## config.mk

```make
export PLATFORM = sky130hd
export DESIGN_NAME = shift_deser8
export DESIGN_NICKNAME = d
export VERILOG_FILES = /design/src/rtl/shift_deser_pkg.sv /design/src/rtl/shift_deser_obuf.sv /design/src/rtl/shift_deser8.sv
export SDC_FILE = /design/constraint.sdc
export NUM_CORES = 1
export LEC_CHECK = 0
export CELL_PAD_IN_SITES_DETAIL_PLACEMENT = 1
export CELL_PAD_IN_SITES_GLOBAL_PLACEMENT = 2
export CORE_AREA = 2 2 73 75
export CTS_CLUSTER_DIAMETER = 30
export DETAILED_ROUTE_END_ITERATION = 7
export DIE_AREA = 0 0 75 77
export GPL_TIMING_DRIVEN = 0
export PLACE_DENSITY_LB_ADDON = 0.05
export RECOVER_POWER = 25
export SETUP_SLACK_MARGIN = 0.15
export SYNTH_ARGS = -nofsm -noshare
export SYNTH_HDL_FRONTEND = slang
export SYNTH_HIERARCHICAL = 1
export SYNTH_SLANG_ARGS = --single-unit
```

## constraint.sdc

```tcl
create_clock -name i_clk -period 5.85 [get_ports i_clk]
set_input_delay 1.17 -clock i_clk [delete_from_list [all_inputs] [get_ports i_clk]]
set_output_delay 1.17 -clock i_clk [all_outputs]
set_load 0.05 [all_outputs]
```

## src/rtl/shift_deser_pkg.sv

```systemverilog
// shift_deser_pkg: shared definitions for the shift_deser8 serial receiver.
//   DIR_*    : shift_direction encodings
//   state_t  : receiver FSM states
//   even_par : even-parity bit over a data word (zero-extended to 32 bits)
package shift_deser_pkg;

  localparam logic [1:0] DIR_IDLE  = 2'b00;
  localparam logic [1:0] DIR_RIGHT = 2'b01;
  localparam logic [1:0] DIR_LEFT  = 2'b10;
  localparam logic [1:0] DIR_ABORT = 2'b11;

  typedef enum logic [1:0] {
    IDLE    = 2'd0,
    COLLECT = 2'd1,
    PARITY  = 2'd2
  } state_t;

  // Even parity: the parity bit that makes the total count of ones even.
  function automatic logic even_par(input logic [31:0] w);
    return ^w;
  endfunction

endpackage

```

## src/rtl/shift_deser_obuf.sv

```systemverilog
// shift_deser_obuf: 2-entry synchronous FIFO holding completed words.
// Head entry is a register, so o_dout is stable until a pop.
//   i_clk, i_reset (sync, active low)
//   i_push/i_din : write request; ignored when full unless a pop happens too
//   i_pop        : read request; ignored when empty
//   o_dout       : head word, o_full / o_empty : occupancy flags
module shift_deser_obuf #(
  parameter int WIDTH = 8,
  parameter int DEPTH = 2
) (
  input  logic             i_clk,
  input  logic             i_reset,
  input  logic             i_push,
  input  logic [WIDTH-1:0] i_din,
  input  logic             i_pop,
  output logic [WIDTH-1:0] o_dout,
  output logic             o_full,
  output logic             o_empty
);

  localparam int CNTW = $clog2(DEPTH + 1);

  logic [WIDTH-1:0] r_head, r_tail;
  logic [CNTW-1:0]  r_cnt;
  logic             w_pop, w_push;

  assign o_empty = (r_cnt == '0);
  assign o_full  = (r_cnt == CNTW'(DEPTH));
  assign o_dout  = r_head;

  assign w_pop  = i_pop && !o_empty;
  assign w_push = i_push && (!o_full || w_pop);

  always_ff @(posedge i_clk) begin
    if (!i_reset) begin
      r_head <= '0;
      r_tail <= '0;
      r_cnt  <= '0;
    end else begin
      case ({w_push, w_pop})
        2'b10: begin
          if (o_empty) r_head <= i_din;
          else         r_tail <= i_din;
          r_cnt <= r_cnt + CNTW'(1);
        end
        2'b01: begin
          r_head <= r_tail;
          r_cnt  <= r_cnt - CNTW'(1);
        end
        2'b11: begin
          // Occupancy unchanged; the new word lands behind whatever remains.
          if (r_cnt == CNTW'(1)) begin
            r_head <= i_din;
          end else begin
            r_head <= r_tail;
            r_tail <= i_din;
          end
        end
        default: ;
      endcase
    end
  end

endmodule

```

## src/rtl/shift_deser8.sv

```systemverilog
// shift_deser8: serial-to-parallel receiver. Collects WIDTH bits LSB-first
// (right shift) or MSB-first (left shift), then pushes the word into a
// 2-entry output buffer read through a valid/ready handshake.
// Optional feature macro: SHIFT_DESER_PARITY_EN adds an even-parity bit
// after each word; mismatching words are dropped and o_parity_err pulses.
//   i_clk, i_reset (sync, active low)
//   i_enable, i_serial_in, i_bit_valid, i_shift_direction : bit input
//   o_data_out, o_data_valid, i_data_ready : output handshake
//   o_busy       : word partially assembled
//   o_overrun    : sticky, a completed word was dropped on a full buffer
//   o_parity_err : one-cycle pulse on parity mismatch (0 without parity)
module shift_deser8
  import shift_deser_pkg::*;
#(
  parameter int WIDTH      = 8,
  parameter int OBUF_DEPTH = 2
) (
  input  logic             i_clk,
  input  logic             i_reset,
  input  logic             i_enable,
  input  logic             i_serial_in,
  input  logic             i_bit_valid,
  input  logic [1:0]       i_shift_direction,
  output logic [WIDTH-1:0] o_data_out,
  output logic             o_data_valid,
  input  logic             i_data_ready,
  output logic             o_busy,
  output logic             o_overrun,
  output logic             o_parity_err
);

  localparam int CW = $clog2(WIDTH);

  state_t           r_state, w_state_nxt;
  logic [WIDTH-1:0] r_sr, w_sr_nxt, w_shifted;
  logic [CW-1:0]    r_cnt, w_cnt_nxt;
  logic [1:0]       r_dir, w_dir_nxt, w_sh_dir;
  logic             r_overrun, r_perr;
  logic             w_accept, w_abort, w_push, w_perr, w_pop, w_full, w_empty;

  assign w_accept = i_enable && i_bit_valid &&
                    (i_shift_direction == DIR_RIGHT || i_shift_direction == DIR_LEFT);
  assign w_abort  = i_enable && (i_shift_direction == DIR_ABORT);

  // The first bit of a word uses the live direction; the rest use the
  // direction latched with that first bit.
  assign w_sh_dir  = (r_state == IDLE) ? i_shift_direction : r_dir;
  assign w_shifted = (w_sh_dir == DIR_RIGHT) ? {i_serial_in, r_sr[WIDTH-1:1]}
                                             : {r_sr[WIDTH-2:0], i_serial_in};

  always_ff @(posedge i_clk) begin
    if (!i_reset) r_state <= IDLE;
    else          r_state <= w_state_nxt;
  end

  always_comb begin
    w_state_nxt = r_state;
    w_sr_nxt    = r_sr;
    w_cnt_nxt   = r_cnt;
    w_dir_nxt   = r_dir;
    w_push      = 1'b0;
    w_perr      = 1'b0;
    if (w_abort) begin
      w_state_nxt = IDLE;
      w_sr_nxt    = '0;
      w_cnt_nxt   = '0;
    end else begin
      case (r_state)
        IDLE: begin
          if (w_accept) begin
            w_sr_nxt    = w_shifted;
            w_dir_nxt   = i_shift_direction;
            w_cnt_nxt   = CW'(1);
            w_state_nxt = COLLECT;
          end
        end
        COLLECT: begin
          if (w_accept) begin
            w_sr_nxt = w_shifted;
            if (r_cnt == CW'(WIDTH - 1)) begin
              w_cnt_nxt   = '0;
`ifdef SHIFT_DESER_PARITY_EN
              w_state_nxt = PARITY;
`else
              w_push      = 1'b1;
              w_state_nxt = IDLE;
`endif
            end else begin
              w_cnt_nxt = r_cnt + CW'(1);
            end
          end
        end
`ifdef SHIFT_DESER_PARITY_EN
        PARITY: begin
          // The parity bit is checked only; the assembled word stays in r_sr.
          if (w_accept) begin
            w_state_nxt = IDLE;
            if (i_serial_in == even_par(32'(r_sr))) w_push = 1'b1;
            else                                    w_perr = 1'b1;
          end
        end
`endif
        default: w_state_nxt = IDLE;
      endcase
    end
  end

  always_ff @(posedge i_clk) begin
    if (!i_reset) begin
      r_sr      <= '0;
      r_cnt     <= '0;
      r_dir     <= DIR_IDLE;
      r_overrun <= 1'b0;
      r_perr    <= 1'b0;
    end else begin
      r_sr   <= w_sr_nxt;
      r_cnt  <= w_cnt_nxt;
      r_dir  <= w_dir_nxt;
      r_perr <= w_perr;
      if (w_push && w_full && !w_pop) r_overrun <= 1'b1;
    end
  end

  assign w_pop = !w_empty && i_data_ready;

  // w_sr_nxt is the completed word on the pushing cycle in both builds.
  shift_deser_obuf #(
    .WIDTH (WIDTH),
    .DEPTH (OBUF_DEPTH)
  ) u_obuf (
    .i_clk   (i_clk),
    .i_reset (i_reset),
    .i_push  (w_push),
    .i_din   (w_sr_nxt),
    .i_pop   (w_pop),
    .o_dout  (o_data_out),
    .o_full  (w_full),
    .o_empty (w_empty)
  );

  assign o_data_valid = !w_empty;
  assign o_busy       = (r_state != IDLE);
  assign o_overrun    = r_overrun;
`ifdef SHIFT_DESER_PARITY_EN
  assign o_parity_err = r_perr;
`else
  assign o_parity_err = 1'b0;
`endif

endmodule

```

==> flow_summary.ini <==
; physical design summary
[clock_network]
cts-htree-levels = 2
cts_tree = built
post_cts_buffers = 0
clk_pin_slew_worst_paths_ns = 0.08
cts_resized = 0
clockBufferDepth = 2
cts_buffers = 5
postCtsHoldBufs = 0
cts.sinks = 33
root_buffer = clkbuf_8

[synth]
top_area_frac = 0.377
seq_area_frac_synth = 0.377
yosysWarnings = 6
ys.flop_type = dfxtp_1
edf_count = 0
yosysUniqueCellTypes = 38
yosysTopAreaCell = dfxtp_1
syn_avg_cell_area_um2 = 8.67
synth.cells.most_frequent = dfxtp_1, nand2_1, o21ai_0
netlist_area_um2 = 1750
ys_seq_elements = 33
synthCells = 202
synth_nets = 216
synthArstFlopShare = 0
topCellsByArea = dfxtp_1, a211oi_1, mux2i_1
yosys_area_um2 = 1750
top_cell = dfxtp_1
ys_cells = 202

[min_path]
hold_depth = 1
hold_end = o_overrun
worstHoldStart = o_overrun
hold_path.class = register to register

[placement]
dp_hpwl_um = 3410
port_buffers = 18
placed_cell_area_um2 = 2020
place.gp.congestion = 0.856

[final_layout]
drive_above_1_share = 0.114
final_core_utilization = 0.432
syn_to_final_growth_pct = 22.9
n_antenna_cell = 0
fin_area_um2 = 2150
layout.nets = 241

[power]
ir_worst_vdd_uv = 113
power_density_nw_per_um2 = 252
power_uw = 543
power.leakage_uw = 0.000843

[global_routing]
grt_util_all_layers = 0.171
grt_antenna_before_repair = 0
grt_pass1_vias = 1566
grt_pass1_wl_um = 7580
gr-total-overflow = 0
grt_max_degree = 15

[final_timing]
fin_tns_setup_ns = 0
hold_viol = 0
slew_headroom = 0.373
period_needed_ns = 3.54
hold_ws_ns = 0.461
tightest_slew_ns = 0.933
rsz0062_at_grt = no
fin_crit_sh = 0.604
setup_violations = 0
max_freq_mhz = 283
finalMaxSlewViolations = 0

[setup_path]
crit_path_cell_trace = dlygate4sd3_1 -> ha_1 -> nand3_1 -> clkbuf_1 -> nor2_1 -> nand2b_2 -> o21ai_4 -> buf_6 -> o21ai_1 -> a31oi_2
crit_path_start_kind = input pin
r2r-end = u_obuf/o_dout[3]
worst-path-buf-inv = 3
cp_slowest_cell = dlygate4sd3_1
critPathMaxStageDelay_ns = 0.57
critPathLaunch = i_shift_direction[0]
r2r_start = r_cnt[0]
cp_max_fo = 10
cp.depth = 10
required_ns = 6.07
end_kind = register
r2r_cells = 9
critical_path_class = input pin to register
worst-r2r-setup-slack_ns = 3.72
crit_family = buffers and inverters
arrival_ns = 3.76
cp-endpoint = u_obuf/o_dout[3]

[drt]
drc = 0
ant_nets = 0
routedWlPerCell_um = 15.2
routed_wl_um = 4540
first_iter_violations = 55
viasPerCell = 5.18
vias = 1543
first_pass_iters = 4

[floorplanning]
coreArea_um2 = 4980
dieWidth_um = 75
rows = 26
ios = 20
chipHeight_um = 77
die_area_um2 = 5780
fp_util = 0.352

[run_status]
run_status = finished clean

[flow_run]
maxCapViolations = 0
warnings = 28
registers in the layout, summed over array words and instances, names as in the netlist:
signal / cells
o_overrun: 1
r_cnt: 3
r_dir: 2
r_sr: 8
r_state: 1
u_obuf/o_dout: 8
u_obuf/r_cnt: 2
u_obuf/r_tail: 8
cells in the final DEF, fill, tap and decap left out, drive strengths merged, types with 4 or more instances in the layout:
cell type	n
dlygate4sd3	9
mux2i	12
a21oi	4
o21ai	25
clkdlybuf4s50	9
dfxtp	33
ha	6
a211oi	20
clkbuf	10
inv	5
nand3	7
nor2	12
nor2b	10
a31oi	8
nand2	22
buf	7
metal layers:
layer	wire, um	global-route usage
met5	0	0
met3	124	0.0276
met2	2270	0.287
met1	2090	0.215
met4	53	0.0625
logic make-up after synthesis:
family,Yosys count,synth area share
XOR/XNOR,1,0.00500
adder cells (fa/ha/maj),6,0.0429
other,1,0.00214
flip-flops,33,0.377
AND-OR/OR-AND,64,0.243
multiplexers,12,0.0686
buffers and inverters,17,0.0500
AND/OR/NAND/NOR,68,0.211
stage by stage:
stage | std cells | worst slack, ns
floorplan | 202 | 3.02
global placement | 290 | 2.20
detailed placement | 290 | 2.14
CTS | 298 | 2.44
global route | 298 | 2.14
finish | 298 | 2.31
where the power goes:
part / switching (uW) / internal (uW) / leakage, uW / total (uW)
clock: 90.3 / 169 / 0.0000681 / 260
sequential: 3.55 / 229 / 0.000267 / 232
combinational: 31.3 / 19.3 / 0.000508 / 50.6
total: 125 / 417 / 0.000843 / 543
final cells by class:
class	count	area (um^2)
fillers	591	2830
multi-input cells	152	1000
flip-flops and latches	33	661
repair buffers	18	180
well taps	70	87.6
clock buffers	5	68.8
plain buffers	12	68.8
clock inverters	3	65.1
inverters	5	18.8
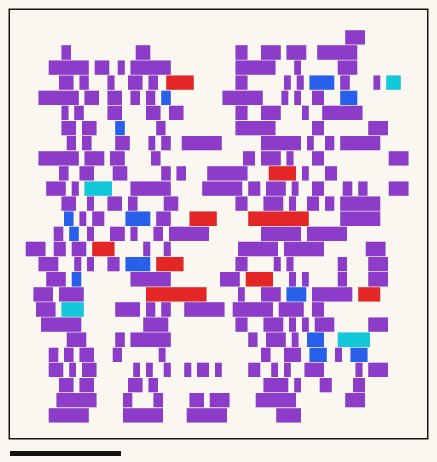
**Above:** drive-strength map.
Scale bar: 20 um.
legend:
  blue:
    size: drive 2
    cells: 13
    share: 5.7%
    most_used: buf_2
  cyan:
    size: drive 3 to 4
    cells: 4
    share: 1.8%
  purple:
    size: drive 1 or less
    cells: 202
    share: 89%
    most_used: dfxtp_1
  red:
    size: drive 6 and up
    cells: 9
    share: 3.9%
    most_used: clkbuf_8

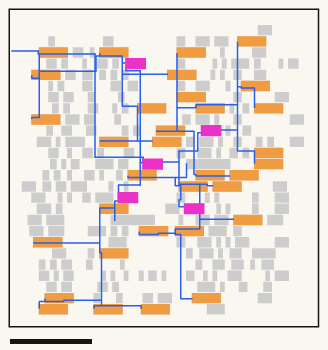
**Above:** clock network drawn from the DEF.
Scale bar: 20 um.
legend:
  magenta:
    item: cells driving clock nets
    count: 5
  blue:
    item: clock wires
    length: 515 um
  orange:
    item: flip-flops
    count: 33
flops lie: spread over the die
routed clock nets: 6
Power Clock: 260 uW
clock power share: 0.479
Clock Latency Late Sink: 0.29 ns
Setup Skew: 0.00611 ns

No activity file was given, so power comes from the tool's default toggle rates.
